### src/rtl/fifo_sync_param.sv
// Single-clock FIFO with configurable depth, threshold flags, occupancy count
// and an optional first-word-fall-through read port.
module fifo_sync_param #(
  parameter int WIDTH    = 16,
  parameter int DEPTH    = 8,
  parameter int AF_LEVEL = DEPTH - 1,
  parameter int AE_LEVEL = 1,
  parameter int FWFT     = 0,
  localparam int CW      = $clog2(DEPTH + 1)
) (
  input  logic             clk,
  input  logic             rst_n,
  input  logic [WIDTH-1:0] data_in,
  input  logic             wr_en,
  input  logic             rd_en,
  output logic [WIDTH-1:0] data_out,
  output logic             wr_ack,
  output logic             overflow,
  output logic             underflow,
  output logic             full,
  output logic             empty,
  output logic             almostfull,
  output logic             almostempty,
  output logic [CW-1:0]    count
);

  localparam int PW = (DEPTH > 1) ? $clog2(DEPTH) : 1;
  localparam logic [PW-1:0] LAST_IDX = PW'(DEPTH - 1);
  localparam logic [CW-1:0] DEPTH_C  = CW'(DEPTH);
  localparam logic [CW-1:0] AF_C     = CW'(AF_LEVEL);
  localparam logic [CW-1:0] AE_C     = CW'(AE_LEVEL);

  logic [WIDTH-1:0] mem [DEPTH];
  logic [PW-1:0]    wr_ptr;
  logic [PW-1:0]    rd_ptr;
  logic             wr_ok;
  logic             rd_ok;

  // Acceptance is judged on the pre-edge occupancy, so a simultaneous
  // request on an empty/full FIFO degrades to write-only/read-only.
  assign wr_ok = wr_en && !full;
  assign rd_ok = rd_en && !empty;

  assign full        = (count == DEPTH_C);
  assign empty       = (count == '0);
  assign almostfull  = (count >= AF_C);
  assign almostempty = (count != '0) && (count <= AE_C);

  always_ff @(posedge clk) begin
    if (wr_ok) mem[wr_ptr] <= data_in;
  end

  always_ff @(posedge clk or negedge rst_n) begin
    if (!rst_n) begin
      wr_ptr    <= '0;
      rd_ptr    <= '0;
      count     <= '0;
      wr_ack    <= 1'b0;
      overflow  <= 1'b0;
      underflow <= 1'b0;
    end else begin
      if (wr_ok) wr_ptr <= (wr_ptr == LAST_IDX) ? '0 : wr_ptr + PW'(1);
      if (rd_ok) rd_ptr <= (rd_ptr == LAST_IDX) ? '0 : rd_ptr + PW'(1);
      case ({wr_ok, rd_ok})
        2'b10:   count <= count + CW'(1);
        2'b01:   count <= count - CW'(1);
        default: count <= count;
      endcase
      wr_ack    <= wr_ok;
      overflow  <= wr_en && full;
      underflow <= rd_en && empty;
    end
  end

  generate
    if (FWFT != 0) begin : g_fwft
      assign data_out = mem[rd_ptr];
    end else begin : g_std
      always_ff @(posedge clk or negedge rst_n) begin
        if (!rst_n)     data_out <= '0;
        else if (rd_ok) data_out <= mem[rd_ptr];
      end
    end
  endgenerate

endmodule

### config.mk
export PLATFORM = sky130hd
export DESIGN_NAME = fifo_sync_param
export DESIGN_NICKNAME = d
export VERILOG_FILES = /design/src/rtl/fifo_sync_param.sv
export SDC_FILE = /design/constraint.sdc
export NUM_CORES = 1
export LEC_CHECK = 0
export CORE_ASPECT_RATIO = 1.5
export CORE_MARGIN = 3
export CORE_UTILIZATION = 40
export DETAILED_ROUTE_END_ITERATION = 16
export PLACE_DENSITY = 0.65
export SLEW_MARGIN = 30
export SYNTH_ARGS = -nofsm -noshare
export SYNTH_HDL_FRONTEND = slang
export SYNTH_SLANG_ARGS = --single-unit
### constraint.sdc
create_clock -name clk -period 4.6 [get_ports clk]
set_clock_uncertainty 0.2 [all_clocks]
set_input_delay 0.46 -clock clk [delete_from_list [all_inputs] [get_ports clk]]
set_output_delay 0.46 -clock clk [all_outputs]
set_load 0.01 [all_outputs]
### Supply network, run 1

Bar = 20 um. Pins as bars on the die edge.
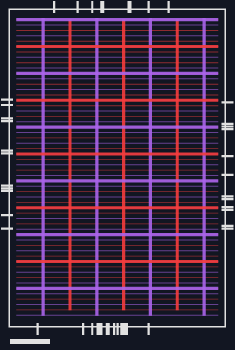
[purple] VSS
[red] VDD
met4 straps: 7
met1 rails: 56
rows: 55
met5 straps: 11
signal pins: 47

### Placement by cell class, run 1

Fill, decap, tap and diode cells in grey.
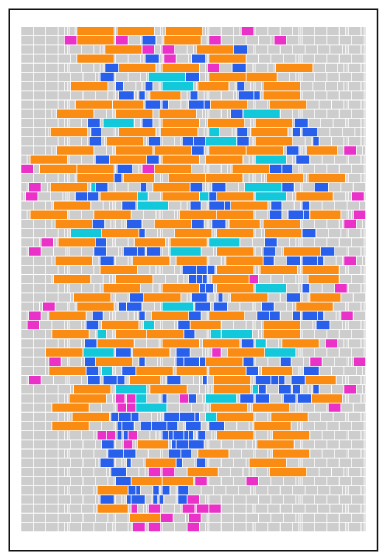
[blue] remaining logic cells | cells: 190 | share of their area: 23%
[orange] sequential cells | cells: 157 | share of their area: 62%
[cyan] clock drivers and dummy loads | cells: 32 | share of their area: 8.2%
[magenta] remaining buffers and delay cells | cells: 58 | share of their area: 7.4%

==> impl_metrics.tcl, run 1 <==
# collected from the flow reports
set metrics [dict create \
    r2r_start "count[0]" \
    finish.instance_area_um2 7650 \
    cts.clk_slew.worst_paths_ns 0.06 \
    rsz0062_at_grt "no" \
    grt_busiest_layer "met2" \
    maxCapViolations 0 \
    cts_setup_buffers 0 \
    worstHoldPathType "register to register" \
    critPathMaxFanout 20 \
    pin_count 47 \
    ys_sh_aoi_pct 8.67 \
    layout_setup_ws_ns 1.62 \
    yosys-top-cells-count "edfxtp_1, mux2_2, mux2i_1, dfrtp_1, o21ai_0" \
    cts_tree "done" \
    hpwl_um 7490 \
    required_ns 3.94 \
    synth_area_um2 6320 \
    finalClockPeriodUsage_pct 64.7 \
    synthDominantCellAreaShare_pct 60.8 \
    run_status "complete, no violations" \
    dp.cells 603 \
    syn_inst 365 \
    hold_start "data_out[2]" \
    place_ws_ns 1.89 \
    numCtsBuffers 17 \
    slew_headroom_pct 33.9 \
    ys_sh_mux_pct 11.8 \
    hold_viol 0 \
    grt_pass1_vias 3704 \
    synth_cell_types 32 \
    p_leak_nw 2.73 \
    cts.sinks 157 \
    critPathKind "register to output pin" \
    fin_util_pct 50.1 \
    most_common_cell "edfxtp_1" \
    core-area_um2 15300 \
    dr_total_vias 3469 \
    avgViaCountPerCell 5.45 \
    grt-ovfl-total 0 \
    synthAdderAreaFrac_pct 1.78 \
    finalNonFillerCells 636 \
    layout_top_cells "edfxtp_1, clkdlybuf4s50_1, mux2_2" \
    ys_cells 365 \
    max_freq_mhz 336 \
    finalWeightedCongestion 0.700 \
    largest_register_ffs 128 \
    ctsHtreeMaxLevel 4 \
    synth.ff_latch_count 157 \
    ant_nets 0 \
    slew_violations 0 \
    arrival_ns 2.32 \
    yosys-dominant-comb-family "multiplexers" \
    rows 55 \
    grt_max_degree 45 \
    drt-initial-drc-count 131 \
    clockBufferDepth 2 \
    met1_usage_pct 19.1 \
    yosysChipArea_um2 6320 \
    synth_top_flop_cell "edfxtp_1" \
    placed_area_um2 7030 \
    gr-usage-met2_pct 28.0 \
    drive_above_1_share_pct 23.8 \
    crit_start "count[0]" \
    cp-end-kind "output pin" \
    antenna_cells 0 \
    min_path_cells 2 \
    post-synth-top-area-cell "edfxtp_1" \
    antenna_found_initial 0 \
    fp_nets 394 \
    clkLatencyLatePin_ns 0.42 \
    nets 453 \
    grt_pass1_wl_um 20600 \
    chipArea_um2 17400 \
    routed_wl_um 13300 \
    p_per_area_nw_per_um2 654 \
    setup_viol 0 \
    post_cts_resized 0 \
    whs_ns 0.330 \
    tool_warnings 29 \
    grtUsageTotal_pct 16.2 \
    tightest_slew_ns 0.991 \
    die_y_um 160 \
    dr.pass1.iters 4 \
    use_met3_pct 4.29 \
]
### Clock wires, drivers and flops, run 1

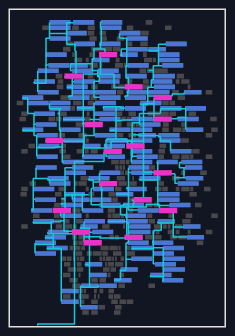
[magenta] clock-net drivers | count: 17
[cyan] clock wires | length: 1720 um
[blue] flip-flops | count: 157
routed clock nets: 18

[run 1: critical path, stage by stage, from the launching register on]
cell	delay, ns
dfrtp_1	0.46
inv_1	0.11
ha_1	0.19
nor3b_2	0.20
buf_4	0.30
clkdlybuf4s50_1	0.62
[run 1: cell type report]
type                            instances  area (um2)  area share [%]
Sequential cell                       157        4570            59.8
Multi-Input combinational cell        184        1650            21.6
Timing Repair Buffer                   58         548            7.16
Clock buffer                           17         425            5.56
Tap cell                              199         249            3.25
Clock inverter                         15         184            2.40
Inverter                                6        22.5           0.294
[run 1: power by group]
| group | switching (mW) | leakage, nW | internal [mW] |
|---|---|---|---|
| clock | 0.571 | 0.294 | 0.863 |
| sequential | 0.246 | 1.51 | 1.84 |
| combinational | 0.747 | 0.925 | 0.733 |
| total | 1.56 | 2.73 | 3.44 |
### Clock routing, run 1

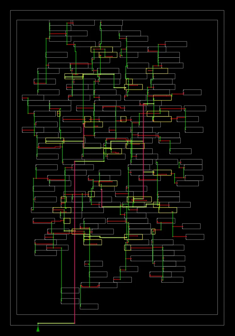

--- run 2 (diff from run 1) ---
- clock period: 4.6 -> 2.8 ns (I/O delays scaled with it)
### Clock routing, run 2

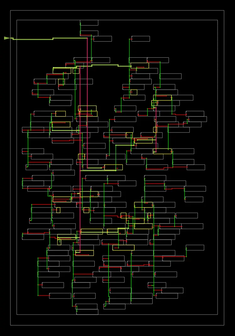
registers: 157
Sink Count: 157
clock buf count: 19
Clk power: 2.23 mW
latest clock arrival within the worst-skew pair: 0.42 ns

### Placement by cell class, run 2

Fill, decap, tap and diode cells in grey.
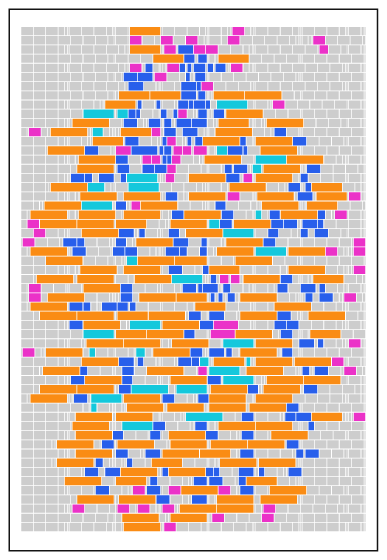
[orange] sequential cells | cells: 157 | share of their area: 61%
[magenta] remaining buffers and delay cells | cells: 65 | share of their area: 8.5%
[cyan] clock drivers and dummy loads | cells: 32 | share of their area: 7.8%
[blue] remaining logic cells | cells: 190 | share of their area: 22%

### Metal layers overlaid, run 2

Bar = 20 um. Only two layers are drawn.
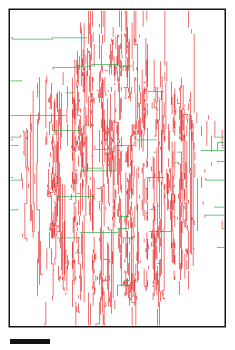
[red] M2 | wire length: 7610 um
[green] M3 | wire length: 371 um

==> impl_metrics.tcl, run 2 <==
# collected from the flow reports
set metrics [dict create \
    run_status "complete, no violations" \
    cts_setup_buffers 0 \
    met1_usage_pct 17.5 \
    numCtsBuffers 17 \
    gr-usage-met2_pct 30.6 \
    crit_chain "inv_1 > ha_1 > nor4_1 > clkdlybuf4s50_1" \
    p_per_area_nw_per_um2 1060 \
    place_ws_ns 0.380 \
    yosysChipArea_um2 6320 \
    grt_busiest_layer "met2" \
    placed_area_um2 7130 \
    cts.clk_slew.worst_paths_ns 0.06 \
    rows 55 \
    critPathMaxStageDelay_ns 0.59 \
    post_cts_resized 0 \
    ant_nets 0 \
    p_int_mw 5.66 \
    hpwl_um 7880 \
    grt_pass1_wl_um 20700 \
    synth_area_um2 6320 \
    slew_violations 0 \
    hold_viol 0 \
    antenna_found_initial 0 \
    finalClockPeriodUsage_pct 88.8 \
    yosys-top-cells-count "edfxtp_1, mux2_2, mux2i_1, dfrtp_1, o21ai_0" \
    cpMaxStageDelayCell "clkdlybuf4s50_1" \
    finalWeightedCongestion 0.712 \
    synth_cell_types 32 \
    maxPowerGroup "registers" \
    required_ns 2.32 \
    share_clk_of_total_power_pct 27.2 \
    drive_above_1_share_pct 24.5 \
    avgViaCountPerCell 5.33 \
    most_common_cell "edfxtp_1" \
    tightest_slew_ns 0.671 \
    sw_frac_of_total_pct 31.1 \
    synthDominantCellAreaShare_pct 60.8 \
    switching_power_mw 2.55 \
    slew_headroom_pct 55.2 \
    max_freq_mhz 402 \
    clockBufferDepth 2 \
    syn_inst 365 \
    p_seq_mw 3.36 \
    fin_util_pct 50.5 \
    maxCapViolations 0 \
    grt_pass1_vias 3682 \
    layout_setup_ws_ns 0.313 \
    r2r_start "count[0]" \
    synth_top_flop_cell "edfxtp_1" \
    ys_sh_mux_pct 11.8 \
    grtUsageTotal_pct 16.5 \
    use_met3_pct 3.80 \
    worstHoldPathType "input pin to asynchronous set/reset pin" \
    ys_sh_aoi_pct 8.67 \
    p_seq_share_pct 40.9 \
    ys_cells 365 \
    whs_ns 0.0835 \
    finish.instance_area_um2 7720 \
    dr_total_vias 3428 \
    core-area_um2 15300 \
    flop_area_um2 4570 \
    drt-initial-drc-count 186 \
    dp.cells 611 \
    p_leak_nw 2.78 \
    fp_nets 394 \
    largest_register_ffs 128 \
    cts_tree "done" \
    layout_top_cells "edfxtp_1, clkdlybuf4s50_1, mux2_2" \
    finalNonFillerCells 643 \
    setup_viol 0 \
    pin_count 47 \
    critPathMaxFanout 7 \
    arrival_ns 2.01 \
    dr.pass1.iters 4 \
]
==> run 2: cell counts after synthesis <==
Identical to the previous run, type by type.
==> run 2: area by class of cell <==
| type | count | area share, % |
|---|---|---|
| tap | 199 | 3.23 |
| inverter | 6 | 0.292 |
| multi-input combinational | 184 | 21.5 |
| clock buffer | 19 | 5.74 |
| clock inverter | 13 | 1.83 |
| timing repair buffer | 65 | 8.22 |
| sequential | 157 | 59.2 |
==> run 2: layer usage <==
metal | wire length, um | part of all wire (%)
met3 | 371 | 2.8
met5 | 0 | 0
met4 | 308 | 2.3
met2 | 7610 | 57
met1 | 5040 | 38
==> run 2: worst max-delay path: cells and delay by family (launching register included) <==
family | cells | cell delay (ns)
simple gates | 1 | 0.22
flops | 1 | 0.45
buf+inv | 2 | 0.69
fa+ha+maj | 1 | 0.23
No activity file was given, so power comes from the tool's default toggle rates.
